$ cat src/rtl/imem_loader_pkg.sv
// Shared definitions for the instruction-memory loader: FSM state encoding,
// the default run-cycle limit and a start-qualification helper.
package imem_loader_pkg;

    typedef enum logic [2:0] {
        IDLE    = 3'd0,
        LOAD    = 3'd1,
        RELEASE = 3'd2,
        RUN     = 3'd3,
        DONE    = 3'd4,
        TIMEOUT = 3'd5,
        ERR     = 3'd6
    } ld_state_t;

    localparam logic [15:0] kLD_MAXCYC = 16'hFFFF;

    // A new load may only begin from a resting state.
    function automatic logic ld_start_ok(input logic [2:0] s);
        return (s == IDLE) || (s == DONE) || (s == TIMEOUT) || (s == ERR);
    endfunction

endpackage

$ cat src/rtl/imem_loader_ld_counter.sv
// Saturating up-counter with synchronous clear, enable and a terminal-count
// flag; used for the imem address/word count and for the run-cycle count.
module ld_counter #(
    parameter int          W   = 8,
    parameter int unsigned TC  = 255,
    parameter int unsigned MAX = 256
) (
    input  logic         clk,
    input  logic         reset,
    input  logic         clr,
    input  logic         en,
    output logic [W-1:0] cnt,
    output logic         tc
);

    // NOTE: sequential state uses non-blocking assignments so every flop
    // samples pre-edge values regardless of block ordering.
    always_ff @(posedge clk) begin
        if (!reset) begin
            cnt <= '0;
        end else if (clr) begin
            cnt <= '0;
        end else if (en && (cnt != W'(MAX))) begin
            cnt <= cnt + W'(1);
        end
    end

    assign tc = (cnt == W'(TC));

endmodule

$ cat src/rtl/imem_loader.sv
// Host-side imem writer: streams words into sequential imem addresses while
// holding the CPU in reset, then releases it and times its run.
module imem_loader
    import imem_loader_pkg::*;
#(
    parameter int          IW      = 9,
    parameter int          AW      = 8,
    parameter int          DEPTH   = 256,
    parameter logic [15:0] MAX_CYC = kLD_MAXCYC
) (
    input  logic          clk,
    input  logic          reset,
    input  logic          start,
    input  logic          in_valid,
    input  logic [IW-1:0] in_data,
    input  logic          in_last,
    output logic          in_ready,
    output logic          im_we,
    output logic [AW-1:0] im_addr,
    output logic [IW-1:0] im_din,
    output logic          cpu_reset,
    input  logic          cpu_done,
    output logic          busy,
    output logic [2:0]    state_o,
    output logic [AW:0]   word_cnt,
    output logic [15:0]   run_cyc
);

    localparam logic [2:0] S_IDLE    = IDLE;
    localparam logic [2:0] S_LOAD    = LOAD;
    localparam logic [2:0] S_RELEASE = RELEASE;
    localparam logic [2:0] S_RUN     = RUN;
    localparam logic [2:0] S_DONE    = DONE;
    localparam logic [2:0] S_TIMEOUT = TIMEOUT;
    localparam logic [2:0] S_ERR     = ERR;

    logic [2:0]    state;
    logic [2:0]    state_nxt;
    logic          hs;
    logic          ld_clr;
    logic          addr_tc;
    logic          run_tc;
    logic          run_en;
    logic [AW-1:0] addr;

    assign in_ready  = (state == S_LOAD);
    assign busy      = (state == S_LOAD) || (state == S_RELEASE) || (state == S_RUN);
    assign cpu_reset = (state != S_RUN);
    assign state_o   = state;

    assign hs     = in_valid & in_ready;
    assign ld_clr = start & ld_start_ok(state);
    assign addr   = word_cnt[AW-1:0];

    // The timeout cycle itself is not counted; a done cycle always is.
    assign run_en = (state == S_RUN) && (cpu_done || !run_tc);

    ld_counter #(
        .W   (AW + 1),
        .TC  (DEPTH - 1),
        .MAX (DEPTH)
    ) u_word_cnt (
        .clk   (clk),
        .reset (reset),
        .clr   (ld_clr),
        .en    (hs),
        .cnt   (word_cnt),
        .tc    (addr_tc)
    );

    ld_counter #(
        .W   (16),
        .TC  (32'(MAX_CYC) - 1),
        .MAX (32'(MAX_CYC))
    ) u_run_cyc (
        .clk   (clk),
        .reset (reset),
        .clr   (ld_clr),
        .en    (run_en),
        .cnt   (run_cyc),
        .tc    (run_tc)
    );

    // NOTE: state_nxt gets a default before the case so no path infers a latch.
    always_comb begin
        state_nxt = state;
        case (state)
            S_IDLE, S_DONE, S_TIMEOUT, S_ERR: begin
                if (start) state_nxt = S_LOAD;
            end
            S_LOAD: begin
                if (hs) begin
                    if (in_last)      state_nxt = S_RELEASE;
                    else if (addr_tc) state_nxt = S_ERR;
                end
            end
            S_RELEASE: state_nxt = S_RUN;
            S_RUN: begin
                if (cpu_done)    state_nxt = S_DONE;
                else if (run_tc) state_nxt = S_TIMEOUT;
            end
            default: state_nxt = S_IDLE;
        endcase
    end

    // Write port is registered: one-cycle latency, one im_we pulse per word.
    always_ff @(posedge clk) begin
        if (!reset) begin
            state   <= S_IDLE;
            im_we   <= 1'b0;
            im_addr <= '0;
            im_din  <= '0;
        end else begin
            state <= state_nxt;
            im_we <= hs;
            if (hs) begin
                im_addr <= addr;
                im_din  <= in_data;
            end
        end
    end

endmodule

$ cat config.mk
export PLATFORM = sky130hd
export DESIGN_NAME = imem_loader
export DESIGN_NICKNAME = d
export VERILOG_FILES = /design/src/rtl/imem_loader_pkg.sv /design/src/rtl/imem_loader_ld_counter.sv /design/src/rtl/imem_loader.sv
export SDC_FILE = /design/constraint.sdc
export NUM_CORES = 1
export LEC_CHECK = 0
export CORE_MARGIN = 2
export CORE_UTILIZATION = 51
export DETAILED_ROUTE_END_ITERATION = 12
export PLACE_DENSITY = 0.85
export SETUP_SLACK_MARGIN = 0.15
export SYNTH_ARGS = -nofsm -noshare
export SYNTH_HDL_FRONTEND = slang
export SYNTH_HIERARCHICAL = 1
export SYNTH_SLANG_ARGS = --single-unit
export TNS_END_PERCENT = 100
$ cat constraint.sdc
create_clock -name clk -period 6.9 [get_ports clk]
set_clock_uncertainty 0.15 [all_clocks]
set_input_delay 1.38 -clock clk [delete_from_list [all_inputs] [get_ports clk]]
set_output_delay 1.38 -clock clk [all_outputs]
set_load 0.05 [all_outputs]
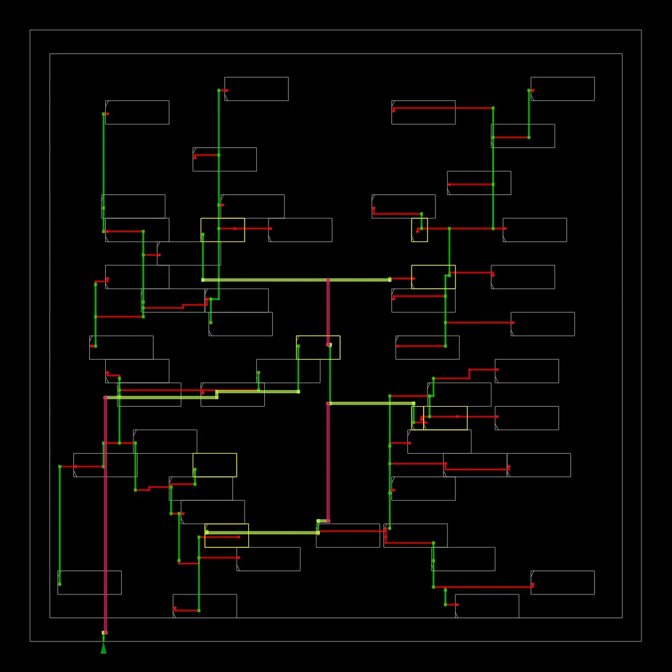
Figure 1: run 1, clock routing.
clock buffer count in the final layout: 7
flop count: 46

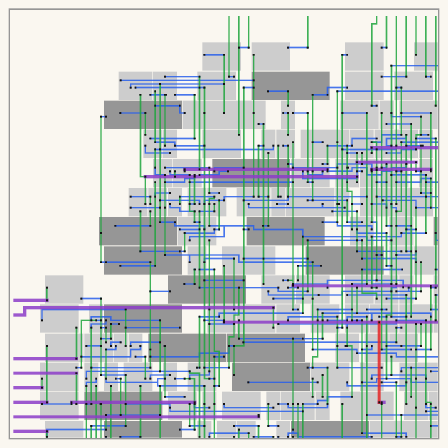
Figure 2: run 1, a small window of the routed layout.
Region (0, 31) to (40, 71) um. Cells in grey, sequential cells in the stronger grey; small squares are vias.
legend:
  green:
    layer: met2
  purple:
    layer: met3
  blue:
    layer: met1
  red:
    layer: met4
cells with their middle in the window: 113
sequential cells in the window: 15
most frequent: clkdlybuf4s50_1 (19), dfxtp_1 (15), nand2_1 (13)
netlist names of flops here include: u_run_cyc/cnt (8), im_din (3), state_o (2)

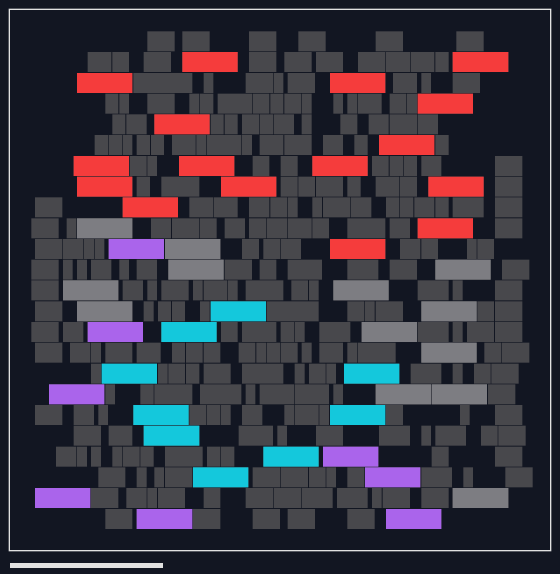
Figure 3: run 1, register map, names as in the netlist.
Scale bar: 20 um. Other sequential cells in the stronger grey, the rest of the logic in the fainter grey.
legend:
  red:
    signal: u_run_cyc/cnt
    flops: 16
  purple:
    signal: im_addr
    flops: 8
  cyan:
    signal: u_word_cnt/cnt
    flops: 9
not coloured: 13

==> report_table.html, run 1 <==
<p>Metrics extracted from the flow reports.</p>
<table>
<tr><th>Metric</th><th>Value</th></tr>
<tr><th colspan="2">Finish</th></tr>
<tr><td>Sequential standard cell area</td><td>slightly above 900 um2</td></tr>
<tr><td>Most frequent cells in the layout</td><td>clkdlybuf4s50_1 (63), dfxtp_1 (46), nand2_1 (41)</td></tr>
<tr><td>Fill cell total of the finished layout</td><td>roughly 370</td></tr>
<tr><td>Share of cell area taken by multi-input logic gates</td><td>roughly 42%</td></tr>
<tr><td>Clock buffer and inverter area fraction after layout</td><td>between 3 and 4%</td></tr>
<tr><th colspan="2">GRT</th></tr>
<tr><td>Grt total ovfl</td><td>0</td></tr>
<tr><td>Maximum number of pins on one net before global-route repair</td><td>28</td></tr>
<tr><td>GR Util met1</td><td>a little over a quarter</td></tr>
<tr><td>Met3 global-route usage</td><td>5.84%</td></tr>
<tr><th colspan="2">Detailed routing</th></tr>
<tr><td>Remaining antenna violation count after routing</td><td>0</td></tr>
<tr><td>Drc violations</td><td>0</td></tr>
<tr><td>Sum of met3 wire segment lengths after detailed routing</td><td>~360 um</td></tr>
<tr><td>DRT met1 WL</td><td>2370 um</td></tr>
<tr><th colspan="2">Pwr</th></tr>
<tr><td>Share of total power consumed by net switching</td><td>between 30% and 40%</td></tr>
<tr><td>Power per standard cell area</td><td>between 150 and 200 mW/mm2</td></tr>
<tr><td>Biggest consumer</td><td>sequential cells</td></tr>
<tr><td>Seq group</td><td>~280 uW</td></tr>
<tr><td>Sw Pwr</td><td>approximately 170 uW</td></tr>
<tr><th colspan="2">CTS</th></tr>
<tr><td>Number of clock buffers inserted by TritonCTS</td><td>5</td></tr>
<tr><td>Worst-Skew Late Latency</td><td>around 0.30 ns</td></tr>
<tr><td>Buffer type at the clock tree root</td><td>clkbuf_8</td></tr>
<tr><th colspan="2">Timing</th></tr>
<tr><td>Setup TNS</td><td>0 ns</td></tr>
<tr><th colspan="2">Job</th></tr>
<tr><td>OpenROAD warning count</td><td>28</td></tr>
<tr><th colspan="2">Setup path</th></tr>
<tr><td>CP most frequent cell</td><td>a21oi_1</td></tr>
<tr><td>Data required, critical path</td><td>~7.0 ns</td></tr>
<tr><td>Buf/Inv on CP</td><td>2</td></tr>
<tr><th colspan="2">Die</th></tr>
<tr><td>Cell row count</td><td>24</td></tr>
<tr><td>Die Outline Area</td><td>between 0.005 and 0.006 mm2</td></tr>
<tr><td>Die width</td><td>between 70 and 80 um</td></tr>
<tr><th colspan="2">Yosys</th></tr>
<tr><td>Area share of and/or/nand/nor cells after synthesis</td><td>29.7%</td></tr>
<tr><td>Synthesis Warnings</td><td>6</td></tr>
<tr><td>Top cell type's share of synthesized area</td><td>between 40% and 50%</td></tr>
<tr><td>Number of standard cells after synthesis</td><td>254</td></tr>
<tr><th colspan="2">Placed design</th></tr>
<tr><td>Count of buffers from port buffering</td><td>approximately 63</td></tr>
<tr><th colspan="2">Outcome</th></tr>
<tr><td>Result of the run</td><td>completed</td></tr>
</table>
[run 1: flip-flops by register name, summed over array words and instances (netlist names)]
register,count
u_word_cnt/cnt,9
im_addr,8
im_din,9
im_we,1
state_o,3
u_run_cyc/cnt,16
[run 1: worst paths after layout]
kind,startpoint,endpoint,slack (ns),cells past startpoint
max,cpu_done,u_run_cyc/cnt[15],3.30,7
min,im_addr[3],im_addr[3],0.31,2
min reg2reg,im_addr[3],im_addr[3],0.31,2
max reg2reg,u_run_cyc/cnt[9],u_run_cyc/cnt[15],3.94,8
[run 1: logic make-up after synthesis]
family | Yosys count
and+or+nand+nor | 119
muxes | 4
buffers and inverters | 15
DFF | 46
adders and majority gates | 5
AOI/OAI and AO/OA | 60
xor gates and xnor gates | 5
## Run 2: what changed since run 1
CORE_UTILIZATION = 48   (was 51)
PLACE_DENSITY = 0.8   (was 0.85)
clock period = 3.6 ns   (was 6.9 ns; I/O delays follow)
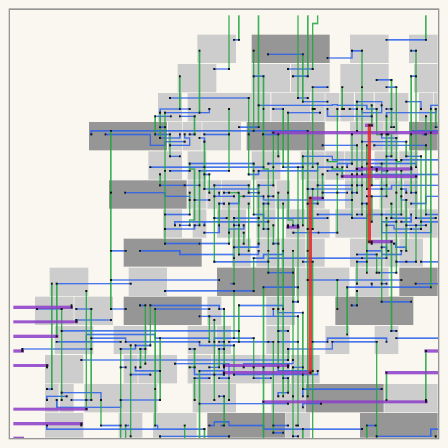
Figure 4: run 2, a small window of the routed layout.
Region (0, 33) to (40, 73) um. Cells in grey, sequential cells in the stronger grey; small squares are vias.
legend:
  purple:
    layer: met3
  green:
    layer: met2
  blue:
    layer: met1
  red:
    layer: met4
sequential cells in the window: 11
netlist names of flops here include: u_run_cyc/cnt (7), state_o (3)
cells with their middle in the window: 98
most frequent: clkdlybuf4s50_1 (16), dfxtp_1 (11)

==> run 2 against run 1 <==
Effect of this change:
- non-clock buffer count rose by 1
- synthesized cell count did not move
- highest routed layer unchanged
- sequential cell count unchanged
- power up 91%
- final cell count grew 0.81%
- die area is 5.9% higher
- sequential share of layout area down 0.10 points
==> report_table.html, run 2 <==
<p>Metrics extracted from the flow reports.</p>
<table>
<tr><th>Metric</th><th>Value</th></tr>
<tr><th colspan="2">Outcome</th></tr>
<tr><td>Result of the run</td><td>completed</td></tr>
<tr><th colspan="2">Pwr</th></tr>
<tr><td>Power per standard cell area</td><td>358 mW/mm2</td></tr>
<tr><td>Share of total power consumed by net switching</td><td>29.8%</td></tr>
<tr><td>Biggest consumer</td><td>sequential cells</td></tr>
<tr><td>Seq group</td><td>between 500 and 600 uW</td></tr>
<tr><td>Sw Pwr</td><td>323 uW</td></tr>
<tr><th colspan="2">Finish</th></tr>
<tr><td>Clock buffer count in the final layout</td><td>7</td></tr>
<tr><td>Register with the most flip-flops</td><td>u_run_cyc/cnt</td></tr>
<tr><td>Clock buffer and inverter area fraction after layout</td><td>approximately 3%</td></tr>
<tr><td>Flop count</td><td>46</td></tr>
<tr><td>Sequential standard cell area</td><td>approximately 900 um2</td></tr>
<tr><td>Most frequent cells in the layout</td><td>clkdlybuf4s50_1 (63), dfxtp_1 (46), nand2_1 (41)</td></tr>
<tr><td>Share of cell area taken by multi-input logic gates</td><td>42.0%</td></tr>
<tr><td>Number of flip-flops in the largest register</td><td>16</td></tr>
<tr><td>Largest registers in the final layout</td><td>u_run_cyc/cnt: 16 flops, im_din: 9 flops, u_word_cnt/cnt: 9 flops</td></tr>
<tr><td>Fill cell total of the finished layout</td><td>412</td></tr>
<tr><th colspan="2">Setup path</th></tr>
<tr><td>Reg2reg start</td><td>u_run_cyc/cnt[12]</td></tr>
<tr><td>Buf/Inv on CP</td><td>1</td></tr>
<tr><td>Data required, critical path</td><td>between 2 and 3 ns</td></tr>
<tr><td>Logic depth of the worst setup path including buffers</td><td>2</td></tr>
<tr><td>End of the worst register-to-register path</td><td>u_run_cyc/cnt[15]</td></tr>
<tr><td>Worst R2R Path Depth</td><td>8</td></tr>
<tr><td>Reg2reg setup slack</td><td>0.74 ns</td></tr>
<tr><th colspan="2">GRT</th></tr>
<tr><td>Initial antenna violation count</td><td>0</td></tr>
<tr><td>Grt total ovfl</td><td>0</td></tr>
<tr><td>Maximum number of pins on one net before global-route repair</td><td>25</td></tr>
<tr><th colspan="2">Detailed routing</th></tr>
<tr><td>DR pass1 iterations</td><td>4</td></tr>
<tr><td>Remaining antenna violation count after routing</td><td>0</td></tr>
<tr><td>Drc violations</td><td>0</td></tr>
<tr><td>Vias per cell</td><td>5.55</td></tr>
<tr><th colspan="2">Min path</th></tr>
<tr><td>Start point of the worst min-delay path</td><td>im_din[8]</td></tr>
<tr><td>Depth of the worst hold-timing path</td><td>2</td></tr>
<tr><th colspan="2">Die</th></tr>
<tr><td>Die Outline Area</td><td>about 0.0053 mm2</td></tr>
<tr><td>Die width</td><td>between 70 and 80 um</td></tr>
<tr><td>Cell row count</td><td>25</td></tr>
<tr><th colspan="2">CTS</th></tr>
<tr><td>Buffer type at the clock tree root</td><td>clkbuf_8</td></tr>
<tr><td>CTS hold repair buffers</td><td>0</td></tr>
<tr><th colspan="2">Yosys</th></tr>
<tr><td>Top cell type's share of synthesized area</td><td>between 40% and 50%</td></tr>
<tr><td>Synthesis Warnings</td><td>6</td></tr>
<tr><td>Area share of and/or/nand/nor cells after synthesis</td><td>just under 30%</td></tr>
<tr><td>Number of standard cells after synthesis</td><td>approximately 250</td></tr>
<tr><th colspan="2">Placed design</th></tr>
<tr><td>Count of buffers from port buffering</td><td>approximately 63</td></tr>
<tr><th colspan="2">Job</th></tr>
<tr><td>OpenROAD warning count</td><td>28</td></tr>
<tr><th colspan="2">Timing</th></tr>
<tr><td>Setup TNS</td><td>0 ns</td></tr>
</table>
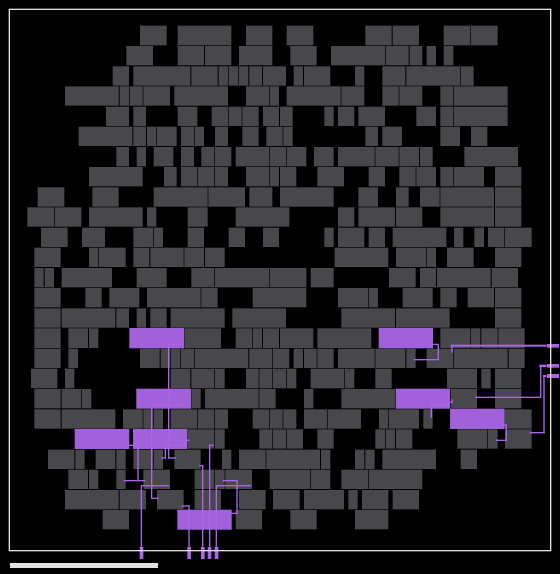
Figure 5: run 2, I/O nets highlighted.
Scale bar: 20 um.
legend:
  purple:
    port: im_addr
    bits: 8
    direction: output
    end_cells: 8
    buffers: 8
    wire: 168 um

[run 2: cell counts after synthesis]
No cell type changed its count.
[run 2: worst max path at each step]
stage                            startpoint           endpoint  slack (ns)
after global routing      u_run_cyc/cnt[13]  u_run_cyc/cnt[15]        0.49
after global placement             cpu_done  u_run_cyc/cnt[15]        0.48
final                            state_o[0]           in_ready        0.71
after CTS                        state_o[0]           in_ready        0.70
after detailed placement           cpu_done  u_run_cyc/cnt[15]        0.43
after floorplan                  state_o[1]  u_run_cyc/cnt[15]        0.29
[run 2: metal layers]
layer / vias up / GRT usage, % / wire length [um]
li1: 1041 / - / -
met1: 958 / 25.4 / 2370
met2: 64 / 31.3 / 2350
met3: 8 / 3.45 / 279
met4: 0 / 7.20 / 75
met5: - / 0 / 0
## Run 3: what changed since run 2
clock period = 2.95 ns   (was 3.6 ns; I/O delays follow)
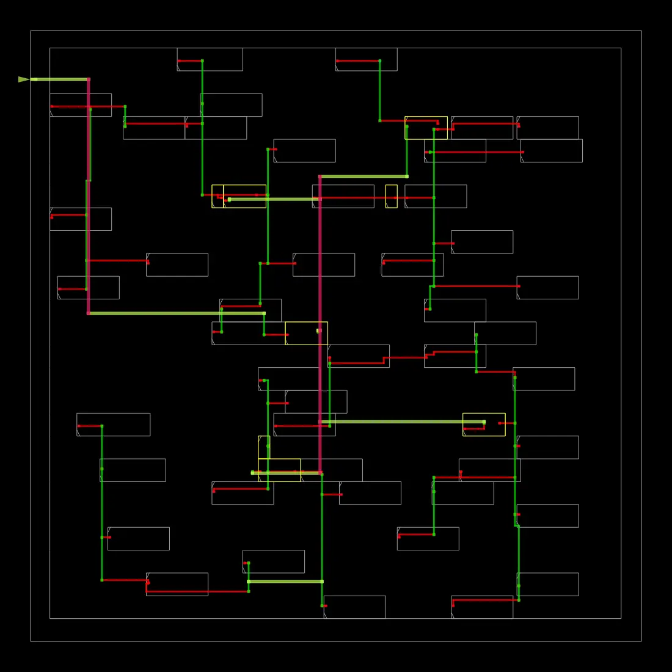
Figure 6: run 3, clock routing.
clock buffer count in the final layout: 8
power in the clock group: 373 uW
number of clock buffers inserted by TritonCTS: 5
Worst-Skew Late Latency: 0.30 ns

==> run 3 against run 2 <==
Effect of this change:
- synthesized area unchanged
- routed wire length up 1.1%
- sequential share of layout area up 0.078 points
- first-iteration DRC count up 16%
- non-clock buffer count up 3
- global-route usage up 0.84 points
- core utilization up 0.54 points
- critical path depth unchanged
- setup slack worse by 0.42 ns
- highest routed layer unchanged
- hold slack worse by 0.0053 ns
- register-to-register slack worse by 0.26 ns
==> report_table.html, run 3 <==
<p>Metrics extracted from the flow reports.</p>
<table>
<tr><th>Metric</th><th>Value</th></tr>
<tr><th colspan="2">Outcome</th></tr>
<tr><td>Result of the run</td><td>completed</td></tr>
<tr><th colspan="2">Finish</th></tr>
<tr><td>Most frequent cells in the layout</td><td>clkdlybuf4s50_1 (63), dfxtp_1 (42), nand2_1 (41)</td></tr>
<tr><td>Fill cell total of the finished layout</td><td>around 410</td></tr>
<tr><td>Clock buffer and inverter area fraction after layout</td><td>roughly 2.6%</td></tr>
<tr><td>Register with the most flip-flops</td><td>u_run_cyc/cnt</td></tr>
<tr><td>Non-clk invs</td><td>8</td></tr>
<tr><td>Largest registers in the final layout</td><td>u_run_cyc/cnt: 16 flops, im_din: 9 flops, u_word_cnt/cnt: 9 flops</td></tr>
<tr><td>Flop count</td><td>46</td></tr>
<tr><td>Non-CTS buffers</td><td>approximately 67</td></tr>
<tr><td>Sequential standard cell area</td><td>~930 um2</td></tr>
<tr><td>Number of flip-flops in the largest register</td><td>16</td></tr>
<tr><td>Share of cell area taken by multi-input logic gates</td><td>a little over two fifths</td></tr>
<tr><th colspan="2">Pwr</th></tr>
<tr><td>Power per standard cell area</td><td>around 430 mW/mm2</td></tr>
<tr><td>Share of total power consumed by net switching</td><td>a little under a third</td></tr>
<tr><td>Biggest consumer</td><td>sequential cells</td></tr>
<tr><td>Power share of the combinational group</td><td>21.1%</td></tr>
<tr><td>Sw Pwr</td><td>396 uW</td></tr>
<tr><td>Seq group</td><td>between 600 and 700 uW</td></tr>
<tr><th colspan="2">Yosys</th></tr>
<tr><td>Synthesis Warnings</td><td>6</td></tr>
<tr><td>Top cell type's share of synthesized area</td><td>around 40%</td></tr>
<tr><td>Area share of and/or/nand/nor cells after synthesis</td><td>between 20% and 30%</td></tr>
<tr><th colspan="2">Timing</th></tr>
<tr><td>Setup TNS</td><td>0 ns</td></tr>
<tr><th colspan="2">CTS</th></tr>
<tr><td>Buffer type at the clock tree root</td><td>clkbuf_8</td></tr>
<tr><td>CTS tree</td><td>yes</td></tr>
<tr><th colspan="2">Die</th></tr>
<tr><td>Cell row count</td><td>25</td></tr>
<tr><td>Die Outline Area</td><td>roughly 0.0053 mm2</td></tr>
<tr><td>Die width</td><td>between 70 and 80 um</td></tr>
<tr><td>Core Region</td><td>0.00463 mm2</td></tr>
<tr><th colspan="2">Job</th></tr>
<tr><td>Max-capacitance violation count</td><td>0</td></tr>
<tr><td>OpenROAD warning count</td><td>29</td></tr>
<tr><th colspan="2">Setup path</th></tr>
<tr><td>Data required, critical path</td><td>2.21 ns</td></tr>
<tr><th colspan="2">GRT</th></tr>
<tr><td>Grt total ovfl</td><td>0</td></tr>
<tr><td>Maximum number of pins on one net before global-route repair</td><td>25</td></tr>
<tr><td>Initial antenna violation count</td><td>0</td></tr>
<tr><th colspan="2">Min path</th></tr>
<tr><td>Depth of the worst hold-timing path</td><td>2</td></tr>
<tr><th colspan="2">Detailed routing</th></tr>
<tr><td>Remaining antenna violation count after routing</td><td>0</td></tr>
<tr><td>Drc violations</td><td>0</td></tr>
<tr><td>Vias per cell</td><td>approximately 5.5</td></tr>
<tr><th colspan="2">Placed design</th></tr>
<tr><td>Count of buffers from port buffering</td><td>between 60 and 70</td></tr>
</table>
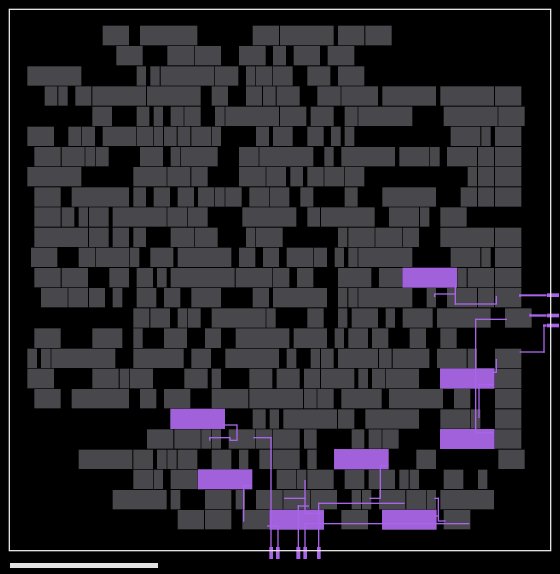
Figure 7: run 3, I/O nets highlighted.
Scale bar: 20 um.
legend:
  purple:
    port: im_addr
    bits: 8
    direction: output
    end_cells: 8
    buffers: 8
    wire: 162 um

run 3: cell counts after synthesis:
No cell type changed its count.
run 3: critical path, stage by stage (launching register included):
cell             delay [ns]
dfxtp_4                0.40
nor3b_4                0.33
clkdlybuf4s50_1        0.88
run 3: routing by layer:
metal  part of all wire (%)  track usage [%]  vias up
met5                      0                0        -
met4                    1.2             6.17        0
met3                    4.8             4.83        7
met2                     47             32.9       54
met1                     47             26.1      964
li1                       -                -     1054
run 3: worst paths after layout:
kind,slack [ns],to,from
max,0.30,in_ready,state_o[0]
min,0.31,im_din[1],im_din[1]
max reg2reg,0.48,u_run_cyc/cnt[15],u_run_cyc/cnt[12]
min reg2reg,0.31,im_din[1],im_din[1]
No activity file was given, so power comes from the tool's default toggle rates.
